File: src/rtl/mc_control_fsm.sv
// rtl/mc_control_fsm.sv - multicycle RV32I control FSM with timed memory handshake and trap entry
module mc_control_fsm #(
  parameter int MEM_TIMEOUT  = 15,
  parameter int ALU_LAT      = 0,
  parameter bit HALT_ON_TRAP = 1'b1
) (
  input  logic       clk,
  input  logic       rst_n,
  input  logic       run,
  input  logic       mem_ready,
  input  logic       branch,
  input  logic [6:0] opcode,
  output logic       cede,
  output logic       rf_we,
  output logic       pc_we,
  output logic       prev_pc_we,
  output logic       rs1_we,
  output logic       rs2_we,
  output logic       alu_we,
  output logic       instr_we,
  output logic       mem_req,
  output logic       mem_ad_sel,
  output logic [1:0] a_sel,
  output logic [1:0] b_sel,
  output logic [1:0] pc_sel,
  output logic [1:0] alu_op,
  output logic [1:0] mem_op,
  output logic [2:0] wd_sel,
  output logic       trap,
  output logic [1:0] trap_cause,
  output logic [3:0] cpu_state
);
  typedef enum logic [3:0] {
    S_IDLE    = 4'd0,
    S_FETCH   = 4'd1,
    S_DECODE  = 4'd2,
    S_EXEC    = 4'd3,
    S_ALUWAIT = 4'd4,
    S_MEMRD   = 4'd5,
    S_MEMWR   = 4'd6,
    S_WB      = 4'd7,
    S_TRAP    = 4'd8
  } state_t;

  localparam logic [6:0] OPC_LUI    = 7'b0110111;
  localparam logic [6:0] OPC_AUIPC  = 7'b0010111;
  localparam logic [6:0] OPC_JAL    = 7'b1101111;
  localparam logic [6:0] OPC_JALR   = 7'b1100111;
  localparam logic [6:0] OPC_BRANCH = 7'b1100011;
  localparam logic [6:0] OPC_LOAD   = 7'b0000011;
  localparam logic [6:0] OPC_STORE  = 7'b0100011;
  localparam logic [6:0] OPC_OP     = 7'b0110011;
  localparam logic [6:0] OPC_OPIMM  = 7'b0010011;
  localparam logic [6:0] OPC_FENCE  = 7'b0001111;
  localparam logic [6:0] OPC_SYSTEM = 7'b1110011;

  localparam logic [7:0] MEM_LAST = 8'(MEM_TIMEOUT - 1);
  localparam logic [7:0] ALU_LAST = 8'(ALU_LAT - 1);
  localparam bit         ALU_WAIT = (ALU_LAT > 0);

  state_t     state, state_next, boundary;
  logic [7:0] cnt, cnt_next;
  logic [1:0] cause_q, cause_next;
  logic       mem_expired, op_imm, legal;

  assign boundary    = run ? S_FETCH : S_IDLE;
  assign mem_expired = (cnt == MEM_LAST);
  assign op_imm      = (opcode == OPC_OPIMM);
  assign trap_cause  = cause_q;
  assign cpu_state   = state;

  always_ff @(posedge clk or negedge rst_n) begin
    if (!rst_n) begin
      state   <= S_IDLE;
      cnt     <= '0;
      cause_q <= '0;
    end else begin
      state   <= state_next;
      cnt     <= cnt_next;
      cause_q <= cause_next;
    end
  end

  always_comb begin
    case (opcode)
      OPC_LUI, OPC_AUIPC, OPC_JAL, OPC_JALR, OPC_BRANCH, OPC_LOAD,
      OPC_STORE, OPC_OP, OPC_OPIMM, OPC_FENCE, OPC_SYSTEM: legal = 1'b1;
      default: legal = 1'b0;
    endcase
  end

  always_comb begin
    state_next = state;
    cnt_next   = cnt;
    cause_next = cause_q;
    cede       = 1'b0;
    rf_we      = 1'b0;
    pc_we      = 1'b0;
    prev_pc_we = 1'b0;
    rs1_we     = 1'b0;
    rs2_we     = 1'b0;
    alu_we     = 1'b0;
    instr_we   = 1'b0;
    mem_req    = 1'b0;
    mem_ad_sel = 1'b0;
    a_sel      = 2'd0;
    b_sel      = 2'd0;
    pc_sel     = 2'd0;
    alu_op     = 2'd0;
    mem_op     = 2'd0;
    wd_sel     = 3'd0;
    trap       = 1'b0;

    case (state)
      S_IDLE: begin
        cede = 1'b1;
        if (run) state_next = S_FETCH;
      end
      S_FETCH: begin
        mem_req = 1'b1;
        mem_op  = 2'd1;
        if (mem_ready) begin
          instr_we   = 1'b1;
          prev_pc_we = 1'b1;
          pc_we      = 1'b1;
          a_sel      = 2'd1;
          b_sel      = 2'd2;
          state_next = S_DECODE;
        end else if (mem_expired) begin
          state_next = S_TRAP;
          cause_next = 2'd3;
        end
      end
      S_DECODE: begin
        rs1_we = 1'b1;
        rs2_we = 1'b1;
        alu_we = 1'b1;
        a_sel  = 2'd2;
        b_sel  = 2'd1;
        if (!legal || opcode == OPC_SYSTEM) begin
          state_next = S_TRAP;
          cause_next = (opcode == OPC_SYSTEM) ? 2'd1 : 2'd0;
        end else begin
          state_next = S_EXEC;
        end
      end
      S_EXEC: begin
        case (opcode)
          OPC_LUI, OPC_AUIPC: state_next = S_WB;
          OPC_JAL: begin
            pc_we      = 1'b1;
            pc_sel     = 2'd1;
            state_next = S_WB;
          end
          OPC_JALR: begin
            alu_we     = 1'b1;
            b_sel      = 2'd1;
            state_next = S_WB;
          end
          OPC_BRANCH: begin
            alu_op = 2'd1;
            if (branch) begin
              pc_we  = 1'b1;
              pc_sel = 2'd1;
            end
            state_next = boundary;
          end
          OPC_LOAD, OPC_STORE: begin
            alu_we     = 1'b1;
            b_sel      = 2'd1;
            state_next = (opcode == OPC_LOAD) ? S_MEMRD : S_MEMWR;
          end
          OPC_OP, OPC_OPIMM: begin
            alu_op = 2'd2;
            b_sel  = op_imm ? 2'd1 : 2'd0;
            if (ALU_WAIT) begin
              state_next = S_ALUWAIT;
            end else begin
              alu_we     = 1'b1;
              state_next = S_WB;
            end
          end
          default: state_next = boundary;
        endcase
      end
      S_ALUWAIT: begin
        alu_op = 2'd2;
        b_sel  = op_imm ? 2'd1 : 2'd0;
        if (cnt == ALU_LAST) begin
          alu_we     = 1'b1;
          state_next = S_WB;
        end
      end
      S_MEMRD, S_MEMWR: begin
        mem_req    = 1'b1;
        mem_ad_sel = 1'b1;
        mem_op     = (state == S_MEMRD) ? 2'd2 : 2'd3;
        if (mem_ready) begin
          state_next = (state == S_MEMRD) ? S_WB : boundary;
        end else if (mem_expired) begin
          state_next = S_TRAP;
          cause_next = 2'd3;
        end
      end
      S_WB: begin
        rf_we = 1'b1;
        case (opcode)
          OPC_LOAD:          wd_sel = 3'd1;
          OPC_LUI:           wd_sel = 3'd2;
          OPC_JAL, OPC_JALR: wd_sel = 3'd3;
          default:           wd_sel = 3'd0;
        endcase
        // JALR commits its rs1+imm target here, after the link value is taken
        if (opcode == OPC_JALR) pc_we = 1'b1;
        state_next = boundary;
      end
      S_TRAP: begin
        trap       = 1'b1;
        pc_we      = 1'b1;
        pc_sel     = 2'd2;
        state_next = HALT_ON_TRAP ? S_IDLE : S_FETCH;
      end
      default: state_next = S_IDLE;
    endcase

    if (state_next != state) begin
      cnt_next = '0;
    end else if (state == S_FETCH || state == S_MEMRD || state == S_MEMWR || state == S_ALUWAIT) begin
      cnt_next = cnt + 8'd1;
    end
  end
endmodule
File: config.mk
export PLATFORM = sky130hd
export DESIGN_NAME = mc_control_fsm
export DESIGN_NICKNAME = d
export VERILOG_FILES = /design/src/rtl/mc_control_fsm.sv
export SDC_FILE = /design/constraint.sdc
export NUM_CORES = 1
export LEC_CHECK = 0
export CORE_UTILIZATION = 46
export CTS_CLUSTER_DIAMETER = 200
export CTS_CLUSTER_SIZE = 40
export DETAILED_ROUTE_END_ITERATION = 10
export HOLD_SLACK_MARGIN = 0.03
export PLACE_DENSITY = 0.79
export SYNTH_ARGS = -nofsm -noshare
export SYNTH_HDL_FRONTEND = slang
export SYNTH_SLANG_ARGS = --single-unit
File: constraint.sdc
create_clock -name clk -period 3.1 [get_ports clk]
set_input_delay 0.62 -clock clk [delete_from_list [all_inputs] [get_ports clk]]
set_output_delay 0.62 -clock clk [all_outputs]
set_load 0.005 [all_outputs]
==> flow_summary.ini, run 1 <==
; generated from flow reports
[outcome]
status = finished, final reports clean

[setup_path]
required_ns = 2.48
crit_arrival_ns = 2.40
start_kind = input pin
crit_type = input pin to output pin
cpMostUsedCell = clkdlybuf4s50_1
cpPeakStageDelay_ns = 0.58
cp_num_cells = 7
r2r_start = cnt[4]
crit_buf_inv = 3
path_max_fanout = 5
reg2reg_depth = 6
ff2ff_setup_slack_ns = 0.75

[cts]
cts_sinks = 14
cts_buffers = 3
postCtsSetupRepairBufs = 0
h-tree-depth = 1
root_buffer = clkbuf_4
hold_buffers = 0
postCtsResizedCells = 2

[timing]
finalCritPeriodShare = 0.9757
fin_ws_ns = 0.07528
period_needed_ns = 3.025
fmax_mhz = 330.6
setup-violations-final = 0
worstMarginPinSlew_ns = 0.6163

[synthesis]
fa_ha_area_frac = 0.01825
largest_area_cell = dfrtp_1
ys_sh_xor = 0.06843
numSynthFlops = 14
yosys_warnings = 0
fp_nets = 188
top_area_frac = 0.2555
yosys-top-cells-count = nand2_1 (16), dfrtp_1 (14), nor2_1 (11), nor4_1 (11)
syn-instance-count = 174
synth-simple-area-share = 0.3659
ys_cells = 174
synth.distinct_cells = 52
synth-async-reset-ratio = 1.000
synth-compound-area-share = 0.1743
syn_area_um2 = 1371

[die]
chipArea_um2 = 3204
initCoreUtil = 0.4930

[power_and_ir_drop]
p_leak_uw = 0.0008003
power_switching_share = 0.4209
ir_drop_v = 0.0005636
switchingPower_uw = 467.1
p_seq_frac = 0.237

[job]
drv_cap = 0
warnings = 27

[hold_path]
holdPathEnd = trap_cause[0]
hp-class = flip-flop to flip-flop
min_path_cells = 2

[drt]
drc = 0
drt_iter0_drc = 119
first_pass_iters = 4
viasPerCell = 6.023
wl_met1_mm = 1.778
wl_met2_mm = 2.081
wl_per_cell_um = 16.40

[finish]
fill_cells = 236
drive_gt1_frac = 0.2000
nNetsFinal = 240
antenna_cells = 0

[global_routing]
antenna_found_initial = 0
grt_pass1_wl_mm = 7.113
grt-ovfl-total = 0
track_usage = 0.2774

[place]
placed_area_um2 = 1881
place_ws_ns = -0.05091
## run 1: cell type report
| type | instances | area, µm² | area share |
|---|---|---|---|
| inverters | 10 | 37.54 | 0.01934 |
| clock buffers | 4 | 36.28 | 0.01870 |
| repair buffers | 64 | 583.1 | 0.3005 |
| flip-flops and latches | 14 | 351.6 | 0.1812 |
| well taps | 31 | 38.79 | 0.01999 |
| multi-input cells | 133 | 893.4 | 0.4603 |
## run 1: power groups by stage
stage	Clock, µW	Sequential (µW)	Combinational (µW)
5_1_grt	146	270	767
4_1_cts	135	262	703
2_1_floorplan	0	243	416
3_5_place_dp	0	265	703
6_report	132	263	715
3_3_place_gp	0	262	684
## run 1: state kept, by name, summed over array words and instances (netlist names)
name,flops
cnt,8
cpu_state,4
trap_cause,2
## run 1: cell usage in the layout (no fill, tap or decap), types with 2 or more instances in the layout
cell type / Yosys / layout
dlygate4sd2_1: 0 / 2
clkdlybuf4s50_1: 0 / 36
nand4_1: 2 / 2
nand2b_1: 4 / 4
ha_1: 2 / 2
a31oi_1: 3 / 3
or4_4: 2 / 3
dlymetal6s2s_1: 0 / 2
nor2b_1: 2 / 2
nor2_1: 11 / 11
or2_2: 2 / 2
and3_1: 5 / 5
buf_4: 7 / 24
xnor2_1: 4 / 4
dfrtp_1: 14 / 13
inv_1: 10 / 9
nand2_1: 16 / 16
nand3_1: 3 / 3
a211oi_1: 3 / 2
xor2_1: 3 / 3
o211ai_1: 2 / 2
nor3_1: 6 / 5
or3_1: 3 / 3
a21oi_1: 10 / 10
o21ai_0: 10 / 10
a211o_1: 2 / 2
clkbuf_4: 0 / 3
nor4_1: 11 / 10
and2_1: 2 / 2
## run 1: routing by layer
layer,global-route usage,vias to the layer above
li1,-,728
met3,0.04608,6
met4,0.03136,0
met5,0,-
met2,0.4639,73
met1,0.3870,735
**Run 1: pin map**

(4 px per µm) Pins as bars across the die edge, other pins in gray.
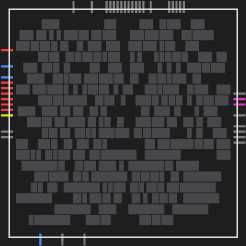
| color | port | pins | direction | edge |
|---|---|---|---|---|
| magenta | `mem_op` | 2 | output | east |
| red | `opcode` | 7 | input | west |
| blue | `wd_sel` | 3 | output | 2 west, 1 south |
| yellow | `mem_req` | 1 | output | west |
Die Span X: 56.60 µm
PortBufs: 40
Die Height: 56.60 µm

**Run 1: cells colored by class**

(6 px per µm) Fill, decap, tap and diode cells in gray.
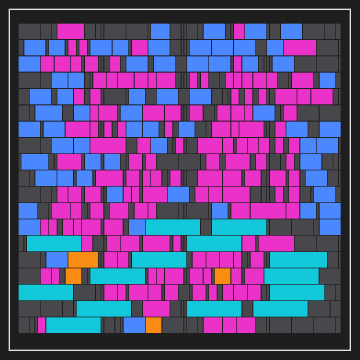
| color | class | cells | share of their area |
|---|---|---|---|
| magenta | combinational and other logic | 143 | 49% |
| orange | clock drivers and dummy loads | 4 | 1.9% |
| blue | remaining buffers and delay cells | 64 | 31% |
| cyan | sequential cells | 14 | 18% |
core box area: 2781 µm²
final core occ: 0.6977
Design Area, Final: 1941 µm²

**Run 1: clock distribution**

(10 px per µm)
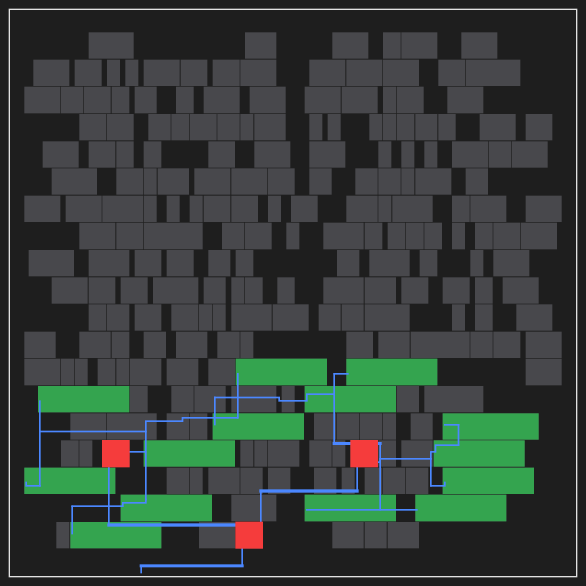
[red] clock drivers | count: 3
[blue] clock wires | length: 174 µm
[green] flip-flops | count: 14
routed clock nets: 4
Clk power: 132 µW
clock latency on the worst-skew pair: 0.28 ns
share of total power in the clock network: 0.119
Setup Skew: 0.007061 ns

**Run 1: metal 2**

(6 px per µm)
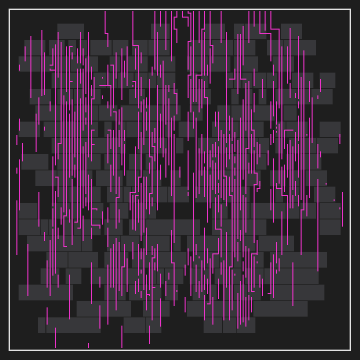
longest straight run: 26.5 µm
main direction: vertical
met2 usage: 0.4639
via count: 1542
drt total wl: 4.198 mm

==> run 1 -> run 2 <==
- MAX_ROUTING_LAYER: default -> met4
**Run 2: clock distribution**

(10 px per µm)
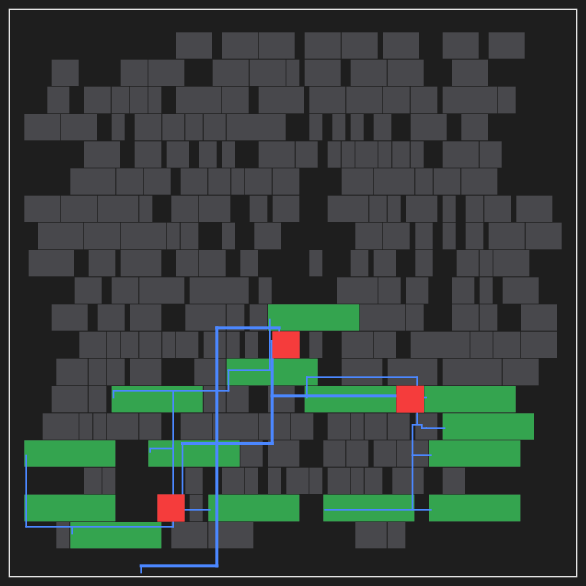
[green] flip-flops | count: 14
[red] clock drivers | count: 3
[blue] clock wires | length: 191 µm
routed clock nets: 4
clock latency on the worst-skew pair: 0.29 ns
Setup Skew: 0.007128 ns

==> flow_summary.ini, run 2 <==
; generated from flow reports
[synthesis]
synthTopCellsByArea = dfrtp_1 (26%), nor4_1 (5.0%), nand2_1 (4.4%)
largest_area_cell = dfrtp_1
ys_cells = 174
syn_area_um2 = 1371
numSynthFlops = 14
synth.distinct_cells = 52
edf_count = 0
yosys-top-cells-count = nand2_1 (16), dfrtp_1 (14), nor2_1 (11), nor4_1 (11)
fp_nets = 188
synth-async-reset-ratio = 1.000
most_common_cell = nand2_1
yosysChipArea_um2 = 1371
syn-instance-count = 174
synth_area_per_cell_um2 = 7.881
ys_seq_frac = 0.2555
yosys_most_used_dff = dfrtp_1
yosys_warnings = 0
top_area_frac = 0.2555

[global_routing]
grt.busiest_layer = met2
use_met3 = 0.04378
grt-ovfl-total = 0
gr-usage-met1 = 0.3565
antenna_found_initial = 0
grt_pass1_vias = 1461
grt_pass1_wl_mm = 6.679
track_usage = 0.2692
grt_use_met2 = 0.4218
grt_start_max_net_pins = 15

[power_and_ir_drop]
total_power_uw = 1109
powerSeq_uw = 257
internal_power_uw = 649.8
pwr-share-comb = 0.649
power_switching_share = 0.4139
p_seq_frac = 0.232
p_leak_uw = 0.0008281
power_frac_clock = 0.119
comb_power_uw = 720
clock_net_power_uw = 132
power_leader = combinational cells
powerDensity_nw_per_um2 = 565.9
ir_drop_v = 0.0006613
switchingPower_uw = 459.0

[finish]
fin_util = 0.7045
fill_cells = 228
largest_reg_flops = 8
fin_area_um2 = 1959
layout.cells.most_common = clkdlybuf4s50_1
layout.cells.non_filler = 256
area_delta_synth_final_pct = 42.88
top_register = cnt
nNetsFinal = 240
comb_area_um2 = 905.9
drive_gt1_frac = 0.2044
antenna_cells = 0
layout_top_cells = clkdlybuf4s50_1 (36), buf_4 (24), nand2_1 (16)
regArea_um2 = 350.3

[timing]
rsz0062_at_grt = no
fin_setup_tns_ns = 0
fin_ws_ns = 0.1109
slew_headroom = 0.5776
fmax_mhz = 334.5
finalCritPeriodShare = 0.9642
drv_slew = 0
period_needed_ns = 2.989
worstMarginPinSlew_ns = 0.6316
setup-violations-final = 0
finalHoldViolCount = 0
worst_hold_slack_ns = 0.5016

[drt]
wl_met1_mm = 1.826
first_pass_iters = 4
totalWireLength_mm = 3.881
wl_per_cell_um = 15.16
viasPerCell = 5.898
wl_met2_mm = 1.847
ant_nets = 0
drt_iter0_drc = 54
top_layer_used = met4
num_vias = 1510
drc = 0
met3_length_um = 158

[cts]
cts_tree = built
postCtsSetupRepairBufs = 0
clkSlewWorstSetupHoldPaths_ns = 0.09
cts_buffers = 3
cts_sinks = 14
hold_buffers = 0
h-tree-depth = 1
root_buffer = clkbuf_4
clockBufferDepth = 2

[outcome]
status = finished, final reports clean

[setup_path]
crit_type = input pin to output pin
end_kind = output pin
path_max_fanout = 4
start_kind = input pin
required_ns = 2.48
crit_arrival_ns = 2.37

[place]
placed_area_um2 = 1881
dp_cells = 252
place_ws_ns = -0.02509
gp_congestion = 0.9608
portBuffers = 40
dpl.hpwl_mm = 3.150

[die]
die_h_um = 56.60
initCoreUtil = 0.4930
placementRows = 19
dieWidth_um = 56.60
io_pins = 42
core_area_um2 = 2781
chipArea_um2 = 3204

[job]
warnings = 27
drv_cap = 0

[hold_path]
hp-class = flip-flop to flip-flop
-- run 2: critical path, stage by stage --
cell,delay (ns)
clkdlybuf4s50_1,0.48
buf_4,0.18
nand3_1,0.13
o21ai_0,0.11
a31oi_1,0.25
o211ai_1,0.14
clkdlybuf4s50_1,0.46
-- run 2: logic make-up (layout without fill, tap and decap cells) --
| logic type | after synthesis | count (layout) | synth area share |
|---|---|---|---|
| flip-flops | 14 | 14 | 0.2555 |
| buffers and inverters | 27 | 78 | 0.1077 |
| other | 1 | 1 | 0.002735 |
| AND-OR/OR-AND | 37 | 37 | 0.1743 |
| multiplexers | 1 | 1 | 0.007300 |
| XOR/XNOR | 9 | 9 | 0.06844 |
| adder cells (fa/ha/maj) | 2 | 2 | 0.01825 |
| AND/OR/NAND/NOR | 83 | 83 | 0.3659 |
-- run 2: final timing paths --
path / startpoint / slack [ns] / depth (start not counted) / endpoint
setup / recovery: opcode[5] / 0.11 / 7 / alu_we
hold / removal: trap_cause[0] / 0.50 / 2 / trap_cause[0]
setup reg to reg: cpu_state[1] / 0.72 / 8 / cnt[0]
hold reg to reg: trap_cause[0] / 0.50 / 2 / trap_cause[0]
max in group asynchronous: rst_n / 1.97 / 1 / cpu_state[0]
min in group asynchronous: rst_n / 0.72 / 1 / cnt[0]
-- run 2: cell type report --
| class | instances | area share |
|---|---|---|
| clock buffers | 4 | 0.01852 |
| inverters | 10 | 0.01916 |
| multi-input cells | 133 | 0.4623 |
| flip-flops and latches | 14 | 0.1788 |
| well taps | 31 | 0.01980 |
| repair buffers | 64 | 0.3014 |
-- run 2: timing repair --
action,4_1_cts,5_1_grt
gates cloned,0,0
setup endpoints to repair,2,4
gates resized,2,9
Power and IR drop assume default switching activity.
